Figure 1. M2 wires (run 1).
Drawn at 4 px/um.
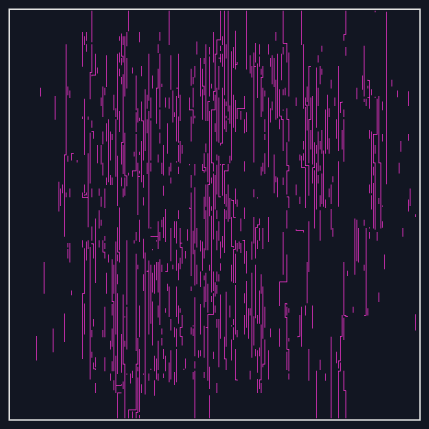
Figure 2. Power grid (run 1).
Drawn at 4 px/um. Pins as bars on the die edge.
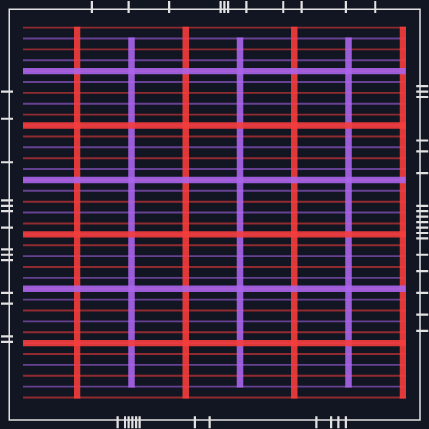
Figure 3. Sequential cells coloured by netlist name (run 1).
Drawn at 4 px/um. Other sequential cells in the stronger grey, the rest of the logic in the fainter grey.
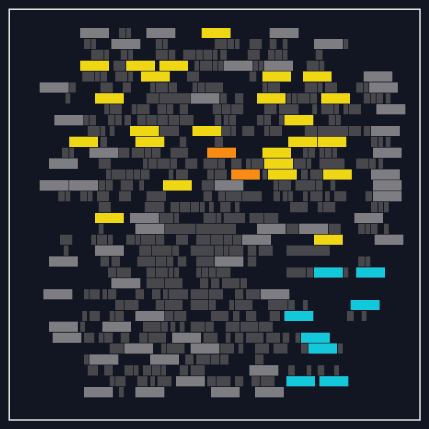
Figure 4. The clock network (run 1).
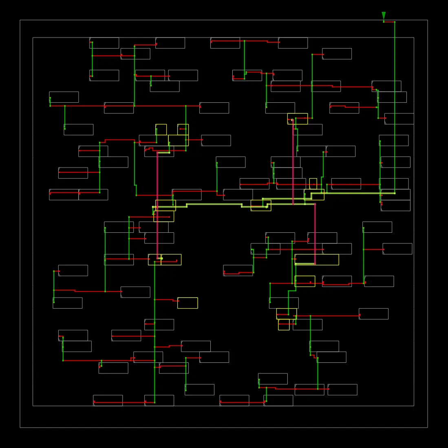
==> config.mk <==
export PLATFORM = sky130hd
export DESIGN_NAME = wav_monitor
export DESIGN_NICKNAME = d
export VERILOG_FILES = /design/src/rtl/wav_monitor_pkg.sv /design/src/rtl/wavmon_xdet.sv /design/src/rtl/wav_monitor.sv
export SDC_FILE = /design/constraint.sdc
export NUM_CORES = 1
export LEC_CHECK = 0
export CAP_MARGIN = 20
export CORE_MARGIN = 3
export CORE_UTILIZATION = 45
export CTS_BUF_LIST = sky130_fd_sc_hd__clkbuf_2 sky130_fd_sc_hd__clkbuf_4 sky130_fd_sc_hd__clkbuf_8
export DETAILED_ROUTE_END_ITERATION = 6
export DONT_BUFFER_PORTS = 1
export PLACE_DENSITY = 0.64
export SYNTH_ARGS = -nofsm -noshare
export SYNTH_HDL_FRONTEND = slang
export SYNTH_HIERARCHICAL = 1
export SYNTH_SLANG_ARGS = --single-unit
==> constraint.sdc <==
create_clock -name clk -period 5.8 [get_ports clk]
set_input_delay 0.58 -clock clk [delete_from_list [all_inputs] [get_ports clk]]
set_output_delay 0.58 -clock clk [all_outputs]
set_load 0.05 [all_outputs]
==> impl_metrics.py <==
# Metrics from the implementation run
metrics = {
    "clock_network": {
        "clock_latency_ns": 0.35,
        "cts.clk_slew.worst_paths_ns": 0.09,
        "cts_tree": "built",
        "cts_max_path_buffers": 2,
        "cts_hold_buf": 0,
        "post_cts_buffers": 0,
        "cts_root_buffer": "clkbuf_8",
        "cts_resized": 0,
        "htreeDepth": 3,
    },
    "finish": {
        "layout.nets": 487,
        "final_layout_top_logic_cells": "dfxtp_1 (85), nand2_1 (64), nor2_1 (35)",
        "antenna_cells": 0,
        "areaGrowthSynthToFinish_pct": 6.14,
        "lay_top_count": "dfxtp_1",
        "design_area_mm2": 0.00443,
        "drive_gt1_frac": 0.0711,
    },
    "yosys": {
        "most_common_cell": "dfxtp_1",
        "fp_nets": 502,
        "synth_cell_types": 54,
        "avgSynthCellArea_um2": 8.81,
        "syn-cell-area_mm2": 0.00418,
        "ys_ff": 85,
        "common_cells": "dfxtp_1 (85), nand2_1 (64), nor2_1 (35), o21ai_0 (33), xnor2_1 (30)",
        "netlist_instances": 474,
        "edf_count": 0,
        "synthTopCellsByArea": "dfxtp_1 (41%), xnor2_1 (6.3%), mux2i_1 (5.8%)",
        "largest_area_cell": "dfxtp_1",
        "ys_cells": 474,
        "async_flop_share": 0,
        "yosys_most_used_dff": "dfxtp_1",
        "synth.top_cell.area_share": 0.408,
        "yosys_area_mm2": 0.00418,
        "ys_seq_share": 0.408,
        "yosysWarnings": 6,
    },
    "place": {
        "numPortBuffers": 0,
        "dp_hpwl_mm": 6.70,
        "post_dp_cell_area_mm2": 0.00420,
        "gp_congestion": 0.833,
    },
    "setup_path": {
        "r2r_setup_slack_ns": 3.33,
        "end_kind": "flop",
        "worstPathRequired_ns": 6.07,
        "start_kind": "flop",
        "crit_fanout": 9,
        "crit_type": "flop to flop",
        "arrival_ns": 2.74,
        "ff2ff_path_depth": 6,
    },
    "global_routing": {
        "grt_pass1_wl_mm": 15.5,
        "antenna_found_initial": 0,
        "grt-ovfl-total": 0,
        "grt_usage": 0.189,
        "grt_max_degree": 42,
        "grt_pass1_vias": 3006,
    },
    "final_timing": {
        "holdWs_ns": 0.301,
        "slew_viol_final": 0,
        "max-slew-margin-rel": 0.310,
        "max_slew.worst_pin.slew_ns": 1.04,
        "setup_viol": 0,
        "rsz0062_at_grt": "no",
        "finalCritPeriodShare": 0.427,
        "fin_crit_ns": 2.47,
        "fin_setup_tns_ns": 0,
        "finalHoldViolCount": 0,
        "timing.fmax_ghz": 0.404,
    },
    "die": {
        "dieArea_mm2": 0.0105,
        "boundaryPins": 55,
        "initCoreUtil": 0.472,
        "fp-row-count": 34,
    },
    "power_and_ir_drop": {
        "totalPowerFinal_w": 0.00104,
        "power_density_mw_per_mm2": 235,
        "p_leak_nw": 1.59,
    },
    "routing": {
        "wl_per_cell_um": 16.3,
        "postRouteAntennaNets": 0,
        "drt_iter0_drc": 154,
        "drcViolationCount": 0,
        "vias_per_cell": 5.48,
        "drt-pass1-iter-count": 4,
    },
    "run": {
        "maxCapViolCount": 0,
        "warnings": 26,
    },
    "outcome": {
        "outcome": "finished clean",
    },
    "hold_path": {
        "min_path_cells": 1,
        "hp-class": "input port to flop",
    },
}
Back to the opening pictures, Figure 1:
wire length on this layer: 3780 um
main direction: vertical
share of all routed wire: 41%
M2 GR Usage: 0.266
total number of vias: 3134
final wirelength: 9.30 mm

Back to the opening pictures, Figure 2:
legend:
  red:
    net: VSS
  purple:
    net: VDD
met5 straps: 6
rows: 34
Die X: 102 um
Core ar.: 0.00885 mm^2
die y size: 102 um
IR drop worst, VDD: 0.0967 mV

Back to the opening pictures, Figure 3:
legend:
  yellow:
    signal: cnt
    placed_flops: 24
  cyan:
    signal: vmin
    placed_flops: 8
    where: bottom right
  orange:
    signal: state
    placed_flops: 2
not coloured: 51
P_seq: 0.000584 W
Post-Route Utilization: 0.501
register area: 0.00170 mm^2

Back to the opening pictures, Figure 4:
Num CTS Buffers: 9
Flops: 85
Worst Skew: 0.0153 ns
Clock Power: 0.000432 W
CTS Sinks: 85

## run 1: power by group
group	internal (W)	switching, W
clock network	0.000217	0.000215
registers	0.000583	0.000000487
logic	0.0000109	0.0000166
total	0.000811	0.000233
## run 1: cell type report
class / instances / area, um^2
Fill cell: 842 / 4420
Multi-Input combinational cell: 351 / 2320
Sequential cell: 85 / 1700
Clock buffer: 11 / 145
Tap cell: 108 / 135
Clock inverter: 5 / 58.8
Inverter: 10 / 37.5
Timing Repair Buffer: 2 / 35.0
## run 1: worst max-delay path, stage by stage, from the launching register on
cell     delay [ns]
dfxtp_1        0.34
ha_1           0.29
a211o_1        0.29
a31oi_1        0.18
o311a_1        0.54
a22o_1         0.53
mux2i_1        0.23
## run 1: logic make-up after synthesis
group	share of synthesized area
and+or+nand+nor	0.248
DFF	0.408
AOI/OAI and AO/OA	0.106
xor gates and xnor gates	0.0923
buffers and inverters	0.0399
muxes	0.0575
adders and majority gates	0.0479
## run 1: stage by stage
| stage | utilization | setup slack (ns) | instances |
|---|---|---|---|
| detailed placement | 0.475 | 3.02 | 555 |
| global route | 0.501 | 3.15 | 572 |
| CTS | 0.498 | 3.32 | 571 |
| global placement | 0.475 | 3.10 | 555 |
| floorplan | - | 3.54 | 474 |
| finish | 0.501 | 3.33 | 572 |
## run 1: metal layers
metal	GRT usage	routed length, um	up-vias
met1	0.280	4780	1432
li1	-	-	1616
met3	0.0532	655	9
met2	0.266	3780	77
met4	0.0515	87	0
met5	0	0	-
Power figures rest on the tool's default switching activity, not on a simulated workload.
